pdn.png
Bar = 20 microns. Pins as bars on the die edge. Tap cells in gray.
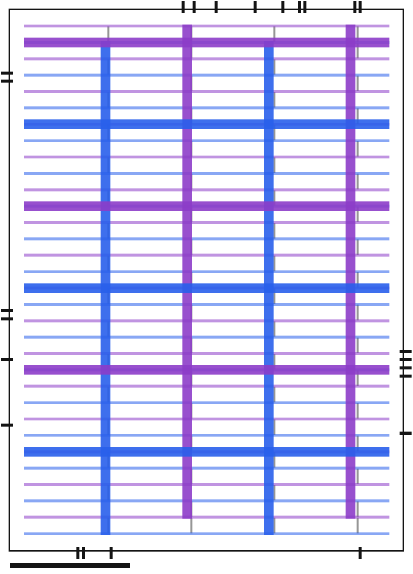
cell_classes.png
Bar = 20 microns.
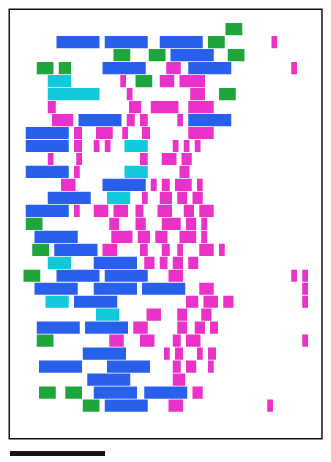
clock_map.png
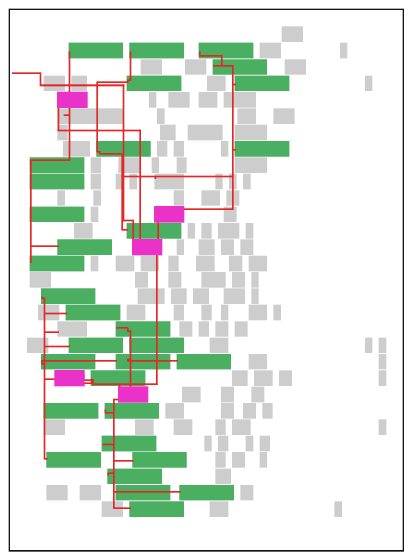
## src/rtl/seg7_capture.sv

```systemverilog
// Seven-segment display capture: synchronises seg_in, debounces it for STABLE_CYCLES and decodes it to a hex digit.
// Optional feature: define SEG7_CAPTURE_COUNT_EN to enable the change_count update counter.
module seg7_capture #(
    parameter int STABLE_CYCLES = 4
) (
    input  logic       clk,
    input  logic       rst_n,
    input  logic [6:0] seg_in,
    output logic [3:0] value,
    output logic       valid,
    output logic       invalid,
    output logic       update,
    output logic [7:0] change_count
);

    localparam logic [3:0] STABLE_N = 4'(STABLE_CYCLES);
    localparam logic [3:0] ACCEPT_N = 4'(STABLE_CYCLES - 1);

    logic [6:0] sync1_q, sync1_d;
    logic [6:0] sync2_q, sync2_d;
    logic [6:0] cand_q, cand_d;
    logic [3:0] cnt_q, cnt_d;
    logic [3:0] value_q, value_d;
    logic       valid_q, valid_d;
    logic       invalid_q, invalid_d;
    logic       update_q, update_d;
    logic       accept;
    logic       hit;
    logic [3:0] digit;

    // Returns {table_hit, digit} for a segment pattern (bit0 = a ... bit6 = g).
    function automatic logic [4:0] decode_seg(input logic [6:0] pat);
        logic [4:0] res;
        case (pat)
            7'h3F:   res = {1'b1, 4'h0};
            7'h06:   res = {1'b1, 4'h1};
            7'h5B:   res = {1'b1, 4'h2};
            7'h4F:   res = {1'b1, 4'h3};
            7'h66:   res = {1'b1, 4'h4};
            7'h6D:   res = {1'b1, 4'h5};
            7'h7D:   res = {1'b1, 4'h6};
            7'h07:   res = {1'b1, 4'h7};
            7'h7F:   res = {1'b1, 4'h8};
            7'h6F:   res = {1'b1, 4'h9};
            7'h77:   res = {1'b1, 4'hA};
            7'h7C:   res = {1'b1, 4'hB};
            7'h39:   res = {1'b1, 4'hC};
            7'h5E:   res = {1'b1, 4'hD};
            7'h79:   res = {1'b1, 4'hE};
            7'h71:   res = {1'b1, 4'hF};
            default: res = {1'b0, 4'h0};
        endcase
        return res;
    endfunction

    always_comb begin
        sync1_d = seg_in;
        sync2_d = sync1_q;
    end

    // Acceptance fires once, on the edge where the counter climbs to STABLE_N; it then saturates.
    always_comb begin
        cand_d = cand_q;
        cnt_d  = cnt_q;
        accept = 1'b0;
        if (sync2_q != cand_q) begin
            cand_d = sync2_q;
            cnt_d  = 4'd0;
        end else if (cnt_q < STABLE_N) begin
            cnt_d  = cnt_q + 4'd1;
            accept = (cnt_q == ACCEPT_N);
        end
    end

    always_comb begin
        {hit, digit} = decode_seg(cand_q);
        value_d   = value_q;
        valid_d   = valid_q;
        invalid_d = invalid_q;
        update_d  = 1'b0;
        if (accept) begin
            if (hit) begin
                value_d   = digit;
                valid_d   = 1'b1;
                invalid_d = 1'b0;
                update_d  = !valid_q || (value_q != digit);
            end else if (cand_q == 7'h00) begin
                valid_d   = 1'b0;
                invalid_d = 1'b0;
            end else begin
                valid_d   = 1'b0;
                invalid_d = 1'b1;
            end
        end
    end

    always_ff @(posedge clk or negedge rst_n) begin
        if (!rst_n) begin
            sync1_q   <= 7'h00;
            sync2_q   <= 7'h00;
            cand_q    <= 7'h00;
            cnt_q     <= 4'd0;
            value_q   <= 4'h0;
            valid_q   <= 1'b0;
            invalid_q <= 1'b0;
            update_q  <= 1'b0;
        end else begin
            sync1_q   <= sync1_d;
            sync2_q   <= sync2_d;
            cand_q    <= cand_d;
            cnt_q     <= cnt_d;
            value_q   <= value_d;
            valid_q   <= valid_d;
            invalid_q <= invalid_d;
            update_q  <= update_d;
        end
    end

    assign value   = value_q;
    assign valid   = valid_q;
    assign invalid = invalid_q;
    assign update  = update_q;

`ifdef SEG7_CAPTURE_COUNT_EN
    logic [7:0] count_q, count_d;

    // Counts alongside the pulse so change_count already includes a pulse while it is high.
    always_comb begin
        count_d = count_q;
        if (update_d) begin
            count_d = count_q + 8'd1;
        end
    end

    always_ff @(posedge clk or negedge rst_n) begin
        if (!rst_n) begin
            count_q <= 8'h00;
        end else begin
            count_q <= count_d;
        end
    end

    assign change_count = count_q;
`else
    assign change_count = 8'h00;
`endif

endmodule
```

## config.mk

```make
export PLATFORM = sky130hd
export DESIGN_NAME = seg7_capture
export DESIGN_NICKNAME = d
export VERILOG_FILES = /design/src/rtl/seg7_capture.sv
export SDC_FILE = /design/constraint.sdc
export NUM_CORES = 1
export LEC_CHECK = 0
export CAP_MARGIN = 10
export CELL_PAD_IN_SITES_DETAIL_PLACEMENT = 1
export CELL_PAD_IN_SITES_GLOBAL_PLACEMENT = 1
export CORE_ASPECT_RATIO = 1.4
export CORE_MARGIN = 2
export CORE_UTILIZATION = 30
export DETAILED_ROUTE_END_ITERATION = 7
export PLACE_DENSITY = 0.61
export SLEW_MARGIN = 40
export SYNTH_ARGS = -nofsm -noshare
export SYNTH_HDL_FRONTEND = slang
export SYNTH_SLANG_ARGS = --single-unit
export TNS_END_PERCENT = 50
```

## constraint.sdc

```tcl
create_clock -name clk -period 5.2 [get_ports clk]
set_clock_uncertainty 0.1 [all_clocks]
set_input_delay 1.04 -clock clk [delete_from_list [all_inputs] [get_ports clk]]
set_output_delay 1.04 -clock clk [all_outputs]
set_load 0.05 [all_outputs]
```

==> Changelog: implementation <==
### Physical design

- Adders+Majority by Area: 0.795%
- Sw Share: between 20% and 30%
- Seq/total area: 43.8%
- Status: finished, final reports clean
- FF+latch count, synth: 32
- # diodes: 0
- And+or+nand+nor area frac: 17.1%
- Crit start category: register
- Seq cells: 32
- Antenna violations before repair: 0
- Final tally of max-slew violations: 0
- Core ar.: 5120 sq um
- Initial Util: between 30% and 40%
- Worst-margin pin slew: ~0.54 ns
- Top Ports: 24
- Hold Buf Count CTS: 0
- First-pass GRT wire length: 5310 microns
- DRC violations left: 0
- Main synth FF type: dfrtp_1
- LEAKAGE: 0.736 nW
- Worst Path Buf+Inv: 0
- Crit Path Class: register to register
- Layout Utilization: 35.7%
- Hold Crit Class: register to register
- Top cells, area: dfrtp_1 (51%), xnor2_1 (4.5%), buf_4 (3.8%)
- Comb. cell area: 639 sq um
- Logic share of the area: 35.0%
- Drt wl/cell: 14.2 microns
- Largest delay share family, worst path: simple AND/OR/NAND/NOR gates
- Yosys chip area: 1570 sq um
- Non-CTS inverters: 6
- Setup TNS: 0 ns
- Flop pwr share: between 40% and 50%
- And-or/or-and share of the synthesized area: approximately 11%
- Synth area leader: dfrtp_1
- Max-cap violations: 0
- M1 GR Usage: 11.8%
- Most common cell in the netlist: dfrtp_1
-- pdn.png (at the start) --
| net | color |
|---|---|
| VDD | purple |
| VSS | blue |
signal pins: 24
met4 straps: 4

-- cell_classes.png (at the start) --
| class | color | cells |
|---|---|---|
| other buffers and delay cells | green | 16 |
| all other logic | magenta | 102 |
| clock drivers and dummy loads | cyan | 8 |
| flip-flops | blue | 32 |

-- clock_map.png (at the start) --
[cells driving clock nets] magenta | count: 5
[clock wires] red | length: 418 microns
[flip-flops] green | count: 32
routed clock nets: 6

Power is estimated from default activity; no workload was simulated.
